**Logic cells by family**

Scale bar: 20 um.
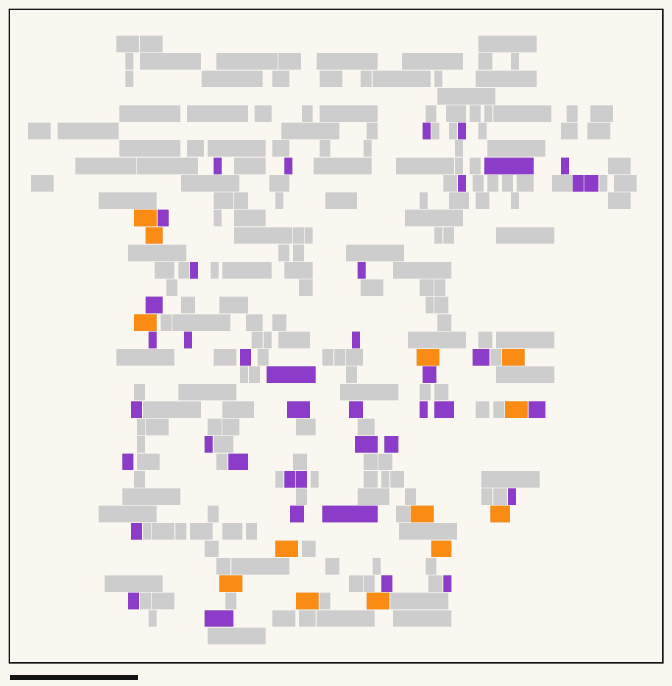
**Routed metal, one color a layer**

Scale bar: 20 um.
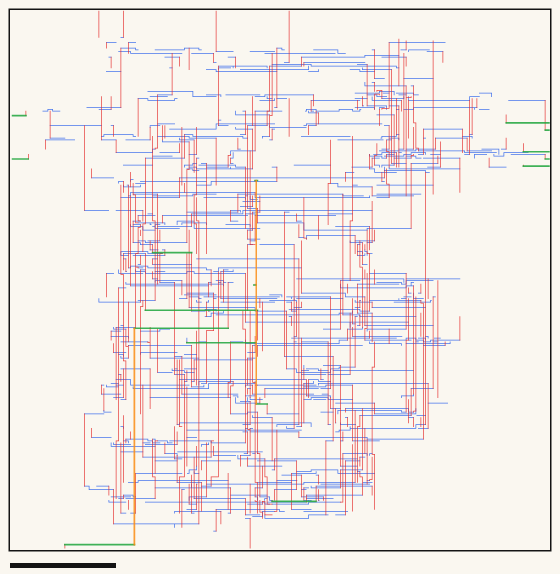
**Clock network drawn from the DEF**

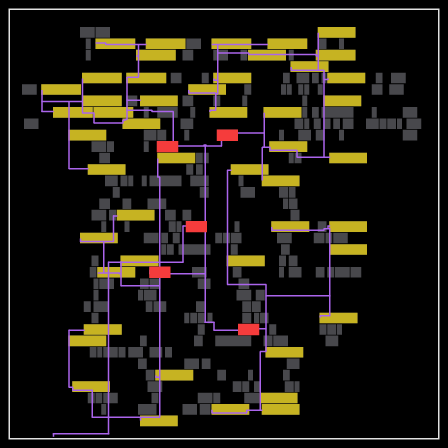
**src/rtl/sc_movearbiter.sv**
```systemverilog
// Move scheduler: converts active-low buttons and a gravity timer into isolated,
// single-cycle point-register commands under a fixed priority.
module sc_movearbiter #(
    parameter int GRAVITY_TICKS = 25000000,
    parameter int CNT_WIDTH     = 25
) (
    input  logic       SC_MOVEARBITER_CLOCK_50,
    input  logic       SC_MOVEARBITER_RESET_InHigh,
    input  logic       SC_MOVEARBITER_startButton_InLow,
    input  logic       SC_MOVEARBITER_downButton_InLow,
    input  logic       SC_MOVEARBITER_leftButton_InLow,
    input  logic       SC_MOVEARBITER_rightButton_InLow,
    input  logic       SC_MOVEARBITER_bottomsidecomparator_InLow,
    output logic       SC_MOVEARBITER_clear_OutLow,
    output logic       SC_MOVEARBITER_load1_OutLow,
    output logic [1:0] SC_MOVEARBITER_shiftselection_Out,
    output logic       SC_MOVEARBITER_landed_OutHigh,
    output logic       SC_MOVEARBITER_running_OutHigh
);

    typedef enum logic [1:0] {S_IDLE, S_ISSUE, S_GAP} state_t;
    typedef enum logic [2:0] {
        C_START = 3'd0,
        C_DOWN  = 3'd1,
        C_LEFT  = 3'd2,
        C_RIGHT = 3'd3,
        C_GRAV  = 3'd4
    } cmd_t;

    localparam logic [CNT_WIDTH-1:0] CNT_LAST = CNT_WIDTH'(GRAVITY_TICKS - 1);

    logic clk;
    logic rst;
    assign clk = SC_MOVEARBITER_CLOCK_50;
    assign rst = SC_MOVEARBITER_RESET_InHigh;

    // Bit order matches the request priority: start, down, left, right.
    logic [3:0] btn_raw;
    assign btn_raw = {SC_MOVEARBITER_rightButton_InLow, SC_MOVEARBITER_leftButton_InLow,
                      SC_MOVEARBITER_downButton_InLow, SC_MOVEARBITER_startButton_InLow};

    logic [3:0] sync1_q, sync2_q, sync3_q;

    always_ff @(posedge clk or posedge rst) begin
        if (rst) begin
            sync1_q <= '1;
            sync2_q <= '1;
            sync3_q <= '1;
        end else begin
            sync1_q <= btn_raw;
            sync2_q <= sync1_q;
            sync3_q <= sync2_q;
        end
    end

    state_t                 state_q;
    cmd_t                   cmd_q;
    logic [4:0]             pend_q, pend_d;
    logic [CNT_WIDTH-1:0]   cnt_q, cnt_d;
    logic                   running_q;

    // Falling edge of the synchronized level; only start is accepted before the game runs.
    logic [3:0] press;
    logic [3:0] press_ok;
    assign press    = sync3_q & ~sync2_q;
    assign press_ok = press & {{3{running_q}}, 1'b1};

    logic grav_wrap;
    logic start_done;
    assign grav_wrap  = running_q && (cnt_q == CNT_LAST);
    assign start_done = (state_q == S_ISSUE) && (cmd_q == C_START);

    logic [2:0] pick;
    logic       pick_vld;

    always_comb begin
        pick     = 3'd0;
        pick_vld = 1'b0;
        for (int i = 4; i >= 0; i--) begin
            if (pend_q[i]) begin
                pick     = 3'(i);
                pick_vld = 1'b1;
            end
        end
    end

    logic [4:0] set_vec;
    logic [4:0] clr_vec;
    assign set_vec = {grav_wrap, press_ok};

    always_comb begin
        clr_vec = '0;
        if (state_q == S_IDLE && pick_vld)
            clr_vec[pick] = 1'b1;
        if (start_done)
            clr_vec = '1;
    end

    // A request arriving in the cycle its flag is cleared survives.
    assign pend_d = (pend_q & ~clr_vec) | set_vec;

    always_comb begin
        cnt_d = cnt_q;
        if (start_done)
            cnt_d = '0;
        else if (running_q)
            cnt_d = grav_wrap ? '0 : cnt_q + CNT_WIDTH'(1);
    end

    always_ff @(posedge clk or posedge rst) begin
        if (rst) begin
            state_q   <= S_IDLE;
            cmd_q     <= C_START;
            pend_q    <= '0;
            cnt_q     <= '0;
            running_q <= 1'b0;
        end else begin
            pend_q <= pend_d;
            cnt_q  <= cnt_d;
            case (state_q)
                S_IDLE: begin
                    if (pick_vld) begin
                        cmd_q   <= cmd_t'(pick);
                        state_q <= S_ISSUE;
                    end
                end
                S_ISSUE: begin
                    state_q <= S_GAP;
                    if (cmd_q == C_START)
                        running_q <= 1'b1;
                end
                default: state_q <= S_IDLE;
            endcase
        end
    end

    logic issue;
    logic is_down;
    assign issue   = (state_q == S_ISSUE);
    assign is_down = (cmd_q == C_DOWN) || (cmd_q == C_GRAV);

    // The bottom-row comparator is looked at live in the issue cycle so a move never
    // acts on a stale row position.
    assign SC_MOVEARBITER_clear_OutLow   = ~(issue && cmd_q == C_START);
    assign SC_MOVEARBITER_load1_OutLow   = ~(issue && is_down && SC_MOVEARBITER_bottomsidecomparator_InLow);
    assign SC_MOVEARBITER_landed_OutHigh = issue && is_down && !SC_MOVEARBITER_bottomsidecomparator_InLow;
    assign SC_MOVEARBITER_running_OutHigh = running_q;

    always_comb begin
        SC_MOVEARBITER_shiftselection_Out = 2'b11;
        if (issue && cmd_q == C_LEFT)
            SC_MOVEARBITER_shiftselection_Out = 2'b01;
        else if (issue && cmd_q == C_RIGHT)
            SC_MOVEARBITER_shiftselection_Out = 2'b10;
    end

endmodule
```
**config.mk**
```make
export PLATFORM = sky130hd
export DESIGN_NAME = sc_movearbiter
export DESIGN_NICKNAME = d
export VERILOG_FILES = /design/src/rtl/sc_movearbiter.sv
export SDC_FILE = /design/constraint.sdc
export NUM_CORES = 1
export LEC_CHECK = 0
export ABC_CLOCK_PERIOD_IN_PS = 4400
export CELL_PAD_IN_SITES_DETAIL_PLACEMENT = 0
export CELL_PAD_IN_SITES_GLOBAL_PLACEMENT = 2
export CORE_MARGIN = 2
export CORE_UTILIZATION = 25
export CTS_CLUSTER_DIAMETER = 50
export DETAILED_ROUTE_END_ITERATION = 12
export PLACE_DENSITY = 0.59
export RECOVER_POWER = 50
export SYNTH_ARGS = -nofsm -noshare
export SYNTH_HDL_FRONTEND = slang
export SYNTH_SLANG_ARGS = --single-unit
```
**constraint.sdc**
```tcl
create_clock -name SC_MOVEARBITER_CLOCK_50 -period 4.4 [get_ports SC_MOVEARBITER_CLOCK_50]
set_input_delay 0.66 -clock SC_MOVEARBITER_CLOCK_50 [delete_from_list [all_inputs] [get_ports SC_MOVEARBITER_CLOCK_50]]
set_output_delay 0.66 -clock SC_MOVEARBITER_CLOCK_50 [all_outputs]
set_load 0.05 [all_outputs]
```
==> results.txt <==
Figures from the implementation reports.

- The run finished, with violations left.
- The final reports fail on max-capacitance violations, max-slew violations.
- The logic depth of the worst register-to-register path reads 6.
- Hold analysis shows the worst path with a depth of 0.
- The headroom to the max-slew limit reads -0.7523.
- The quantity of I/O buffers inserted on ports is 12.
- The net count of the finished layout is about 260.
- The floorplan-stage core utilization reads 0.2580.
- The final-layout setup total negative slack reads 0 ps.
- The capture point of the worst reg-to-reg path is cnt_q[21].
- The relative contribution of sequential cells to total power is 0.496.
- The cell count in the Yosys report is roughly 240.
- The uppermost metal layer occupied by signal nets is met4.
- The arrival time at the worst endpoint is a little over 3000 ps.
- The number of DRC violations after detailed-routing iteration 0 is approximately 74.
- The worst min-delay path class is reg -> reg.
- The parity-gate share of the synthesized area counting xor and xnor cells is 0.01463.
- The number of setup buffers added after CTS is 0.
- The die outline area reads approximately 10000 um^2.
- In this run the vertical extent of the chip is 101.9 um.
- The most used routing layer in global routing reads met2.
- The register with the most flip-flops in the layout has 25 of them.
- The maximum vdd ir drop is between 0.1 and 0.15 mV.
- The number of warnings issued by yosys reads 0.
- In this run the register-to-register setup slack is roughly 2200 ps.
- By area, registers come first.
- The cell area after layout reads between 2000 and 3000 um^2.
- Per report_power, the Clock row totals 287 uW.
- The combinational fraction of design power is 0.261.
- The layout has roughly 1000 filler cells.
- The smallest setup slack after layout reads approximately 1100 ps.
- The cell internal power dissipation reads ~740 uW.
- The family with the most delay on the worst path reads buffers and inverters.
- The CTS report gives the tree buffer count as 5.
- Timing would allow up to between 0.3 and 0.4 GHz.
- The number of diodes added for antenna fixing reads 0.
- Routability-driven placement finished with a final weighted congestion of between 0.7 and 0.8.
- The final timing report counts setup violations totalling 0.
- The largest registers in the layout are cnt_q: 25 flops, pend_q: 5 flops.
- The power of the combinational group is 309 uW.
- The area after detailed placement is between 2000 and 3000 um^2.
- The buffering overhead reads 0.05321.
- The pin slew with the least headroom to its limit is around 2600 ps.
- Global routing finished with a remaining overflow of 0.
- The final max-slew violation count reads 49.
- The most frequent cell after synthesis is sky130_fd_sc_hd__dfrtp_1.
- The wire length of the first global-routing pass reads ~10000 um.
- The shortest clock period the worst path allows after layout is approximately 3300 ps.
- The part of the Yosys area used for sequential elements is 0.5078.
- The number of search-and-repair iterations in the first detailed-routing pass reads 4.
- The share of the cycle needed by the critical path after routing reads 0.7395.
- In this run the power spent charging and discharging nets is between 400 and 500 uW.
- sky130_fd_sc_hd__dfrtp_1 takes more of the synthesized area than any other cell.
- The top-area cell type share of the netlist area reads 0.3762.
- The top cell types in the final layout, fill and taps aside, are sky130_fd_sc_hd__dfrtp_1 (36), sky130_fd_sc_hd__nand2_1 (20), sky130_fd_sc_hd__nor2_1 (15), sky130_fd_sc_hd__o21ai_0 (15), sky130_fd_sc_hd__dfstp_2 (12).
- The peak per-stage delay on the critical path reads approximately 1900 ps.
- Of the total standard cell area in the layout, the sequential portion is 0.4420.
- The count of maximum capacitance violations is 1.
- The total length of routed met2 wires is roughly 2700 um.
- The number of instances resized during post-cts repair reads 0.
- The master cell of the clock root buffer is sky130_fd_sc_hd__clkbuf_8.
- Per the layout report, the design carries 16 non-clock buffers.
- The proportion of synthesized flip-flops having asynchronous set or reset reads 1.000.
- The hold buffer count at CTS is 0.
- The number of antenna violations at the first check in global routing came to 0.
- Walking the worst path, the cells encountered are dlygate4sd3_1, clkinv_1, clkbuf_1.
- The routed layout reports a DRC error count of 0.
- The dominant kind of combinational cell reads simple AND/OR/NAND/NOR gates.
- The class of the most critical setup path is in -> async.
- The clock transition time at the flip-flop clock pins of the worst setup and hold paths reads roughly 90 ps.
- After detailed routing, the wire length on met1 is 3058 um.
- The power per standard cell area is roughly 430 nW/um^2.
- Row generation in the floorplan step produced 35 rows.
- Yosys attributes the largest share of cell area to sky130_fd_sc_hd__dfrtp_1 (38%), sky130_fd_sc_hd__dfstp_2 (13%), sky130_fd_sc_hd__a32o_1 (3.8%).
- Per the final layout report, the fraction of cells sized above drive strength 1 comes to 0.1245.
- The power consumption is ~1200 uW.
- The pre-CTS worst setup slack reads 1549 ps.
- The mean number of vias per cell is 4.862.
- On the final layout, the worst hold slack is 358.9 ps.
- Per the post-route antenna check, the number of violating nets is 0.
- The synthesized-area fraction occupied by and/or/nand/nor cells reads 0.2722.
- The total length of routed met3 wires is ~110 um.
- The worst reg2reg path startpoint reads cnt_q[0].
- Measured on the final layout, the clock distribution area share stands at 0.03547.
- After synthesis, the most frequently instantiated cells are sky130_fd_sc_hd__dfrtp_1 (36), sky130_fd_sc_hd__nand2_1 (20), sky130_fd_sc_hd__nor2_1 (15), sky130_fd_sc_hd__o21ai_0 (15), sky130_fd_sc_hd__dfstp_2 (12).
- The buffer levels on the longest clock path reads 2.
- The maximum number of pins on one net before global-route repair is around 49.
-- 'logic cells by family' (at the start) --
[orange] AND-OR and OR-AND gates | cells: 13
[purple] NOR gates | cells: 41
count of placed standard cells in the final layout, fillers left out: 378
dominant logic cell type in the layout: sky130_fd_sc_hd__dfrtp_1
share of cell area taken by multi-input logic gates: 0.3984

-- 'routed metal, one color a layer' (at the start) --
[red] met2 | wire length: 2680 um
[blue] met1 | wire length: 3060 um
[green] met3 | wire length: 108 um
[orange] met4 | wire length: 83.0 um
total number of vias: 1838
overall track demand over capacity in global routing: 0.1262

-- 'clock network drawn from the DEF' (at the start) --
[purple] clock wires | length: 724 um
[yellow] flip-flops | count: 48
[red] cells driving clock nets | count: 5
routed clock nets: 6
Final Skew: 10.39 ps
Latency at later pin: 310 ps

Power is estimated from default activity; no workload was simulated.
